### src/rtl/patbuf_sequencer_if.sv
// rtl/patbuf_sequencer_if.sv - signal bundle between host, patbuf_sequencer and the pattern buffer
//
// Groups the host command/write/readback handshakes and the pattern-buffer
// side pointers into one bundle.
//   slave  : the sequencer (drives cmd_ready, wr_ready, rd_*, bufp, fieldp,
//            fieldwp, field_in, field_write, busy, done)
//   master : the environment (host front end plus pattern buffer; drives
//            cmd_*, wr_valid, wr_data, field_byte_in)
interface patbuf_sequencer_if #(
  parameter int BUFFER_SIZE  = 12,
  parameter int BUFFER_WIDTH = 8
);
  logic                    cmd_valid;
  logic                    cmd_ready;
  logic                    cmd_op;
  logic [2:0]              cmd_buf;
  logic                    wr_valid;
  logic [BUFFER_WIDTH-1:0] wr_data;
  logic                    wr_ready;
  logic                    rd_valid;
  logic [BUFFER_WIDTH-1:0] rd_data;
  logic [BUFFER_WIDTH-1:0] field_byte_in;
  logic [2:0]              bufp;
  logic [BUFFER_SIZE-1:0]  fieldp;
  logic [BUFFER_SIZE-1:0]  fieldwp;
  logic [BUFFER_WIDTH-1:0] field_in;
  logic                    field_write;
  logic                    busy;
  logic                    done;

  modport slave (
    input  cmd_valid, cmd_op, cmd_buf, wr_valid, wr_data, field_byte_in,
    output cmd_ready, wr_ready, rd_valid, rd_data, bufp, fieldp, fieldwp,
           field_in, field_write, busy, done
  );

  modport master (
    output cmd_valid, cmd_op, cmd_buf, wr_valid, wr_data, field_byte_in,
    input  cmd_ready, wr_ready, rd_valid, rd_data, bufp, fieldp, fieldwp,
           field_in, field_write, busy, done
  );
endinterface

### src/rtl/patbuf_sequencer.sv
// rtl/patbuf_sequencer.sv - load/readback sequencer for the pattern buffer store
//
// Takes one host command at a time: fill a buffer with BUFFER_SIZE bytes, or
// walk the one-hot read pointer across it and return the bytes after RD_LAT.
// Ports:
//   clk    : system clock, all state on posedge
//   rst_n  : asynchronous active-low reset
//   bus    : patbuf_sequencer_if.slave
//            host side    cmd_valid/cmd_ready/cmd_op/cmd_buf,
//                         wr_valid/wr_ready/wr_data, rd_valid/rd_data,
//                         busy, done
//            buffer side  bufp, fieldp, fieldwp, field_in, field_write
//                         (all registered), field_byte_in
module patbuf_sequencer #(
  parameter int BUFFER_SIZE  = 12,
  parameter int BUFFER_WIDTH = 8,
  parameter int NO_BUFS      = 8,
  parameter int RD_LAT       = 2
) (
  input  logic                clk,
  input  logic                rst_n,
  patbuf_sequencer_if.slave   bus
);
  localparam int IDX_W = (BUFFER_SIZE > 1) ? $clog2(BUFFER_SIZE) : 1;
  localparam logic [IDX_W-1:0]  LAST_IDX = IDX_W'(BUFFER_SIZE - 1);
  localparam logic [RD_LAT-1:0] TOP_BIT  = RD_LAT'(1) << (RD_LAT - 1);

  typedef enum logic [1:0] {IDLE, WRITE, READ, DRAIN} state_t;

  state_t                  state, state_d;
  logic [IDX_W-1:0]        idx, idx_d;
  logic [2:0]              bufp_q, bufp_d;
  logic [BUFFER_SIZE-1:0]  fieldp_q, fieldp_d;
  logic [BUFFER_SIZE-1:0]  fieldwp_q, fieldwp_d;
  logic [BUFFER_WIDTH-1:0] field_in_q, field_in_d;
  logic                    field_write_q, field_write_d;
  logic                    wr_done_q, wr_done_d;
  logic [RD_LAT-1:0]       vpipe_q, vpipe_d;
  logic [2:0]              buf_sel;
  logic                    rd_valid;
  logic                    rd_done;

  function automatic logic [BUFFER_SIZE-1:0] onehot(input logic [IDX_W-1:0] i);
    return BUFFER_SIZE'(1) << i;
  endfunction

  // With 8 buffers every 3-bit index is legal; fewer buffers fold the index.
  assign buf_sel = (NO_BUFS >= 8) ? bus.cmd_buf : 3'(int'(bus.cmd_buf) % NO_BUFS);

  // vpipe_q[k] set means a read issued k+1 cycles ago; the top bit lines up
  // with the pattern buffer's registered output.
  assign rd_valid = vpipe_q[RD_LAT-1];
  // Read completes on the last returning byte: nothing else still in flight.
  assign rd_done  = (state == DRAIN) && rd_valid && ((vpipe_q & ~TOP_BIT) == '0);

  always_comb begin
    state_d       = state;
    idx_d         = idx;
    bufp_d        = bufp_q;
    fieldp_d      = '0;
    fieldwp_d     = '0;
    field_in_d    = field_in_q;
    field_write_d = 1'b0;
    wr_done_d     = 1'b0;
    // fieldp_q is non-zero exactly while in READ, so this records each issue.
    vpipe_d       = RD_LAT'({vpipe_q, state == READ});

    case (state)
      IDLE: begin
        if (bus.cmd_valid) begin
          bufp_d = buf_sel;
          idx_d  = '0;
          if (bus.cmd_op) begin
            state_d  = READ;
            // fieldp is registered, so field 0 is issued on the accept edge.
            fieldp_d = onehot('0);
          end else begin
            state_d = WRITE;
          end
        end
      end
      WRITE: begin
        if (bus.wr_valid) begin
          field_write_d = 1'b1;
          fieldwp_d     = onehot(idx);
          field_in_d    = bus.wr_data;
          if (idx == LAST_IDX) begin
            state_d   = IDLE;
            idx_d     = '0;
            wr_done_d = 1'b1;
          end else begin
            idx_d = idx + 1'b1;
          end
        end
      end
      READ: begin
        // idx is the field whose pointer is on the bus this cycle.
        if (idx == LAST_IDX) begin
          state_d = DRAIN;
          idx_d   = '0;
        end else begin
          idx_d    = idx + 1'b1;
          fieldp_d = onehot(idx + 1'b1);
        end
      end
      DRAIN: begin
        if (rd_done || (vpipe_q == '0)) state_d = IDLE;
      end
      default: state_d = IDLE;
    endcase
  end

  always_ff @(posedge clk or negedge rst_n) begin
    if (!rst_n) begin
      state         <= IDLE;
      idx           <= '0;
      bufp_q        <= '0;
      fieldp_q      <= '0;
      fieldwp_q     <= '0;
      field_in_q    <= '0;
      field_write_q <= 1'b0;
      wr_done_q     <= 1'b0;
      vpipe_q       <= '0;
    end else begin
      state         <= state_d;
      idx           <= idx_d;
      bufp_q        <= bufp_d;
      fieldp_q      <= fieldp_d;
      fieldwp_q     <= fieldwp_d;
      field_in_q    <= field_in_d;
      field_write_q <= field_write_d;
      wr_done_q     <= wr_done_d;
      vpipe_q       <= vpipe_d;
    end
  end

  assign bus.cmd_ready   = (state == IDLE);
  assign bus.wr_ready    = (state == WRITE);
  assign bus.busy        = (state != IDLE);
  assign bus.rd_valid    = rd_valid;
  assign bus.rd_data     = rd_valid ? bus.field_byte_in : '0;
  assign bus.bufp        = bufp_q;
  assign bus.fieldp      = fieldp_q;
  assign bus.fieldwp     = fieldwp_q;
  assign bus.field_in    = field_in_q;
  assign bus.field_write = field_write_q;
  // Write completion rides with the final registered write strobe.
  assign bus.done        = wr_done_q | rd_done;
endmodule
### src/flat_wrapper.sv
// flat-port wrapper written by rule: the top's interface ports become plain ports
module patbuf_sequencer_flat 
#(
  parameter int BUFFER_SIZE  = 12,
  parameter int BUFFER_WIDTH = 8,
  parameter int NO_BUFS      = 8,
  parameter int RD_LAT       = 2
)
  (clk, rst_n, bus_cmd_valid, bus_cmd_op, bus_cmd_buf, bus_wr_valid, bus_wr_data, bus_field_byte_in, bus_cmd_ready, bus_wr_ready, bus_rd_valid, bus_rd_data, bus_bufp, bus_fieldp, bus_fieldwp, bus_field_in, bus_field_write, bus_busy, bus_done);
  patbuf_sequencer_if #(.BUFFER_SIZE(BUFFER_SIZE), .BUFFER_WIDTH(BUFFER_WIDTH)) bus_i ();
  input  logic clk;
  input  logic rst_n;
  input wire logic [$bits(bus_i.cmd_valid)-1:0] bus_cmd_valid;
  input wire logic [$bits(bus_i.cmd_op)-1:0] bus_cmd_op;
  input wire logic [$bits(bus_i.cmd_buf)-1:0] bus_cmd_buf;
  input wire logic [$bits(bus_i.wr_valid)-1:0] bus_wr_valid;
  input wire logic [$bits(bus_i.wr_data)-1:0] bus_wr_data;
  input wire logic [$bits(bus_i.field_byte_in)-1:0] bus_field_byte_in;
  output wire logic [$bits(bus_i.cmd_ready)-1:0] bus_cmd_ready;
  output wire logic [$bits(bus_i.wr_ready)-1:0] bus_wr_ready;
  output wire logic [$bits(bus_i.rd_valid)-1:0] bus_rd_valid;
  output wire logic [$bits(bus_i.rd_data)-1:0] bus_rd_data;
  output wire logic [$bits(bus_i.bufp)-1:0] bus_bufp;
  output wire logic [$bits(bus_i.fieldp)-1:0] bus_fieldp;
  output wire logic [$bits(bus_i.fieldwp)-1:0] bus_fieldwp;
  output wire logic [$bits(bus_i.field_in)-1:0] bus_field_in;
  output wire logic [$bits(bus_i.field_write)-1:0] bus_field_write;
  output wire logic [$bits(bus_i.busy)-1:0] bus_busy;
  output wire logic [$bits(bus_i.done)-1:0] bus_done;
  assign bus_i.cmd_valid = bus_cmd_valid;
  assign bus_i.cmd_op = bus_cmd_op;
  assign bus_i.cmd_buf = bus_cmd_buf;
  assign bus_i.wr_valid = bus_wr_valid;
  assign bus_i.wr_data = bus_wr_data;
  assign bus_i.field_byte_in = bus_field_byte_in;
  assign bus_cmd_ready = bus_i.cmd_ready;
  assign bus_wr_ready = bus_i.wr_ready;
  assign bus_rd_valid = bus_i.rd_valid;
  assign bus_rd_data = bus_i.rd_data;
  assign bus_bufp = bus_i.bufp;
  assign bus_fieldp = bus_i.fieldp;
  assign bus_fieldwp = bus_i.fieldwp;
  assign bus_field_in = bus_i.field_in;
  assign bus_field_write = bus_i.field_write;
  assign bus_busy = bus_i.busy;
  assign bus_done = bus_i.done;
  patbuf_sequencer #(.BUFFER_SIZE(BUFFER_SIZE), .BUFFER_WIDTH(BUFFER_WIDTH), .NO_BUFS(NO_BUFS), .RD_LAT(RD_LAT)) u_core (.clk(clk), .rst_n(rst_n), .bus(bus_i));
endmodule
### config.mk
export PLATFORM = sky130hd
export DESIGN_NAME = patbuf_sequencer_flat
export DESIGN_NICKNAME = d
export VERILOG_FILES = /design/src/rtl/patbuf_sequencer_if.sv /design/src/rtl/patbuf_sequencer.sv /design/src/flat_wrapper.sv
export SDC_FILE = /design/constraint.sdc
export NUM_CORES = 1
export LEC_CHECK = 0
export CAP_MARGIN = 25
export CORE_MARGIN = 4
export CORE_UTILIZATION = 35
export CTS_CLUSTER_SIZE = 28
export DETAILED_ROUTE_END_ITERATION = 12
export GPL_TIMING_DRIVEN = 0
export PLACE_DENSITY = 0.74
export SYNTH_ARGS = -nofsm -noshare
export SYNTH_HDL_FRONTEND = slang
export SYNTH_SLANG_ARGS = --single-unit
### constraint.sdc
create_clock -name clk -period 2.1 [get_ports clk]
set_input_delay 0.21 -clock clk [delete_from_list [all_inputs] [get_ports clk]]
set_output_delay 0.21 -clock clk [all_outputs]
set_load 0.02 [all_outputs]
M1 wires:
Scale bar: 20 um.
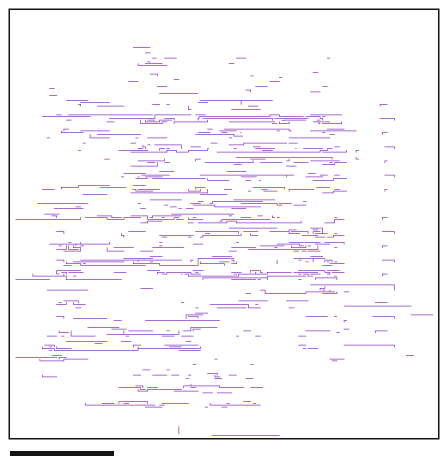
longest straight run: 19.8 um
main direction: horizontal

Met2 routing:
Scale bar: 20 um. Cells faint in the background.
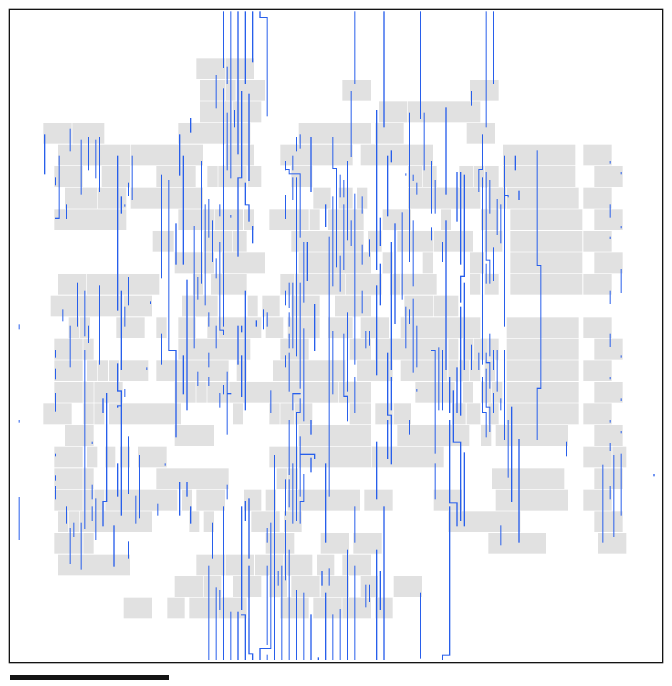
share of all routed wire: 50%
nets with wire on the layer: 218

Met3 routing:
Scale bar: 20 um. Cells faint in the background.
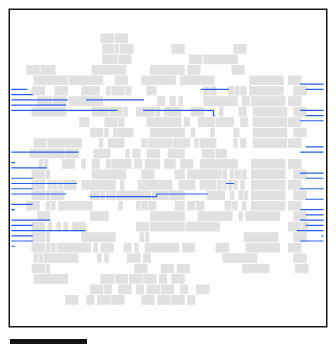
longest straight run: 27.4 um
main direction: horizontal

==> results.ini <==
[outcome]
status=finished, final reports clean

[setup_path]
path_delay_family=buffers and inverters
critical_path.startpoint=u_core.state[0]
reg2reg_depth=6

[clock_tree]
clock-sinks=45
cts_tree=yes
clock-root-buffer=clkbuf_8

[power]
power-per-cell-area_nw_per_um2=1180

[detailed_routing]
drtAntennaViolNets=0
drt_pass1_iterations=4

[global_routing]
grt-ovfl-total=0
grt_max_degree=25

[place]
place.port_buffers=72

[finish]
nets=286
drive_gt1_share_pct=8.76

[die]
rows=26
pin_count=73
die_x_um=82.2

[timing]
fmax_ghz=0.512
fin_crit_ns=1.95
drv_slew=0
skew_ns=0.00403

[synthesis]
ys_area_um2=1930
top_logic_kind=simple AND/OR/NAND/NOR gates
ys_sh_adder_pct=7.79

[flow_run]
warning_count=35

-- state kept, by name, indices dropped and copies added (netlist names) --
name,count
u_core.bus.field_in,8
u_core.bus.field_write,1
u_core.state,2
u_core.bus.bufp,3
u_core.vpipe_q,2
u_core.wr_done_q,1
u_core.bus.fieldp,12
u_core.bus.fieldwp,12
u_core.idx,4
-- layout by cell type, fill, tap and decap left out --
cell	Yosys	layout
ha_2	0	1
o2111ai_2	1	1
nand3b_1	1	1
clkinvlp_4	0	2
nand3_2	1	1
dlygate4sd3_1	0	1
and2_1	8	8
nand2_1	34	34
buf_12	0	1
o21ai_0	1	1
nor2_1	8	8
and3_1	4	4
clkbuf_8	0	5
buf_2	1	2
buf_6	1	1
o21bai_1	1	1
nand2b_1	1	1
mux2_2	3	3
a41o_1	1	1
nand3_4	1	1
mux2i_1	6	6
nor3_1	10	10
and3b_1	1	1
o31ai_1	1	1
buf_4	1	1
dfrtp_1	45	45
clkbuf_1	0	1
inv_1	14	14
nand3b_2	1	1
xnor2_4	1	1
nand2b_2	1	1
nand3_1	3	3
xnor2_1	1	1
clkdlybuf4s50_1	0	71
ha_1	12	11
nor4_1	4	4
a31oi_1	1	1
-- cells by family after synthesis --
logic type / Yosys count
flops: 45
fa+ha+maj: 12
xor+xnor: 2
mux: 9
simple gates: 78
buf+inv: 17
compound gates: 6
-- through the flow --
step,instances,hold slack (ns),util [%]
after global placement,311,0.386,52.5
final,321,0.410,54.8
after detailed placement,312,0.201,52.8
after floorplan,169,-0.0856,-
after global routing,321,0.427,54.8
after CTS,321,0.405,54.7
-- Yosys cell counts (all sizes together) --
cell type  count  share of area (%)
dfrtp         45                 58
nand2         34                6.6
inv           14                2.7
ha            12                7.8
nor3          10                2.6
and2           8                2.6
nor2           8                1.6
mux2i          6                3.1
nand3          5                2.2
and3           4                1.3
nor4           4                1.3
buf            3                1.2
mux2           3                1.8
nand2b         2               0.78
nand3b         2               0.97
xnor2          2                1.9
a31oi          1               0.32
a41o           1               0.52
and3b          1               0.45
o2111ai        1               0.78
o21ai          1               0.26
o21bai         1               0.39
o31ai          1               0.39
-- power by group --
group	leakage [nW]	switching, mW	internal [mW]
Combinational	0.684	0.863	0.747
Sequential	0.601	0.147	1.07
Clock	0.0374	0.290	0.234
-- area by class of cell --
cell class,count,area (um2)
Sequential cell,45,1130
Clock inverter,2,15.0
Inverter,14,52.6
Tap cell,70,87.6
Fill cell,468,2350
Clock buffer,6,72.6
Buffer,3,23.8
Timing Repair Buffer,74,746
Multi-Input combinational cell,107,727
-- worst min-delay path by stage --
stage / to / cells after the start
after detailed placement: u_core.bus.fieldwp[1] / 1
after global routing: u_core.bus.field_in[6] / 3
final: u_core.bus.fieldwp[1] / 2
after CTS: u_core.bus.fieldwp[2] / 2
after floorplan: u_core.bus.bufp[0] / 0
after global placement: u_core.vpipe_q[1] / 0
-- metal layers --
layer	GRT usage, %	up-vias	wire [um]
met4	1.99	0	0
met2	21.5	48	2010
li1	-	711	-
met3	5.75	0	348
met5	0	-	0
met1	16.1	658	1690
-- repair_timing --
action,CTS,global route
resized,0,1
hold buffers,1,0
hold endpoints to repair,21,0
endpoints found under the setup margin,0,1
No activity file was given, so power comes from the tool's default toggle rates.
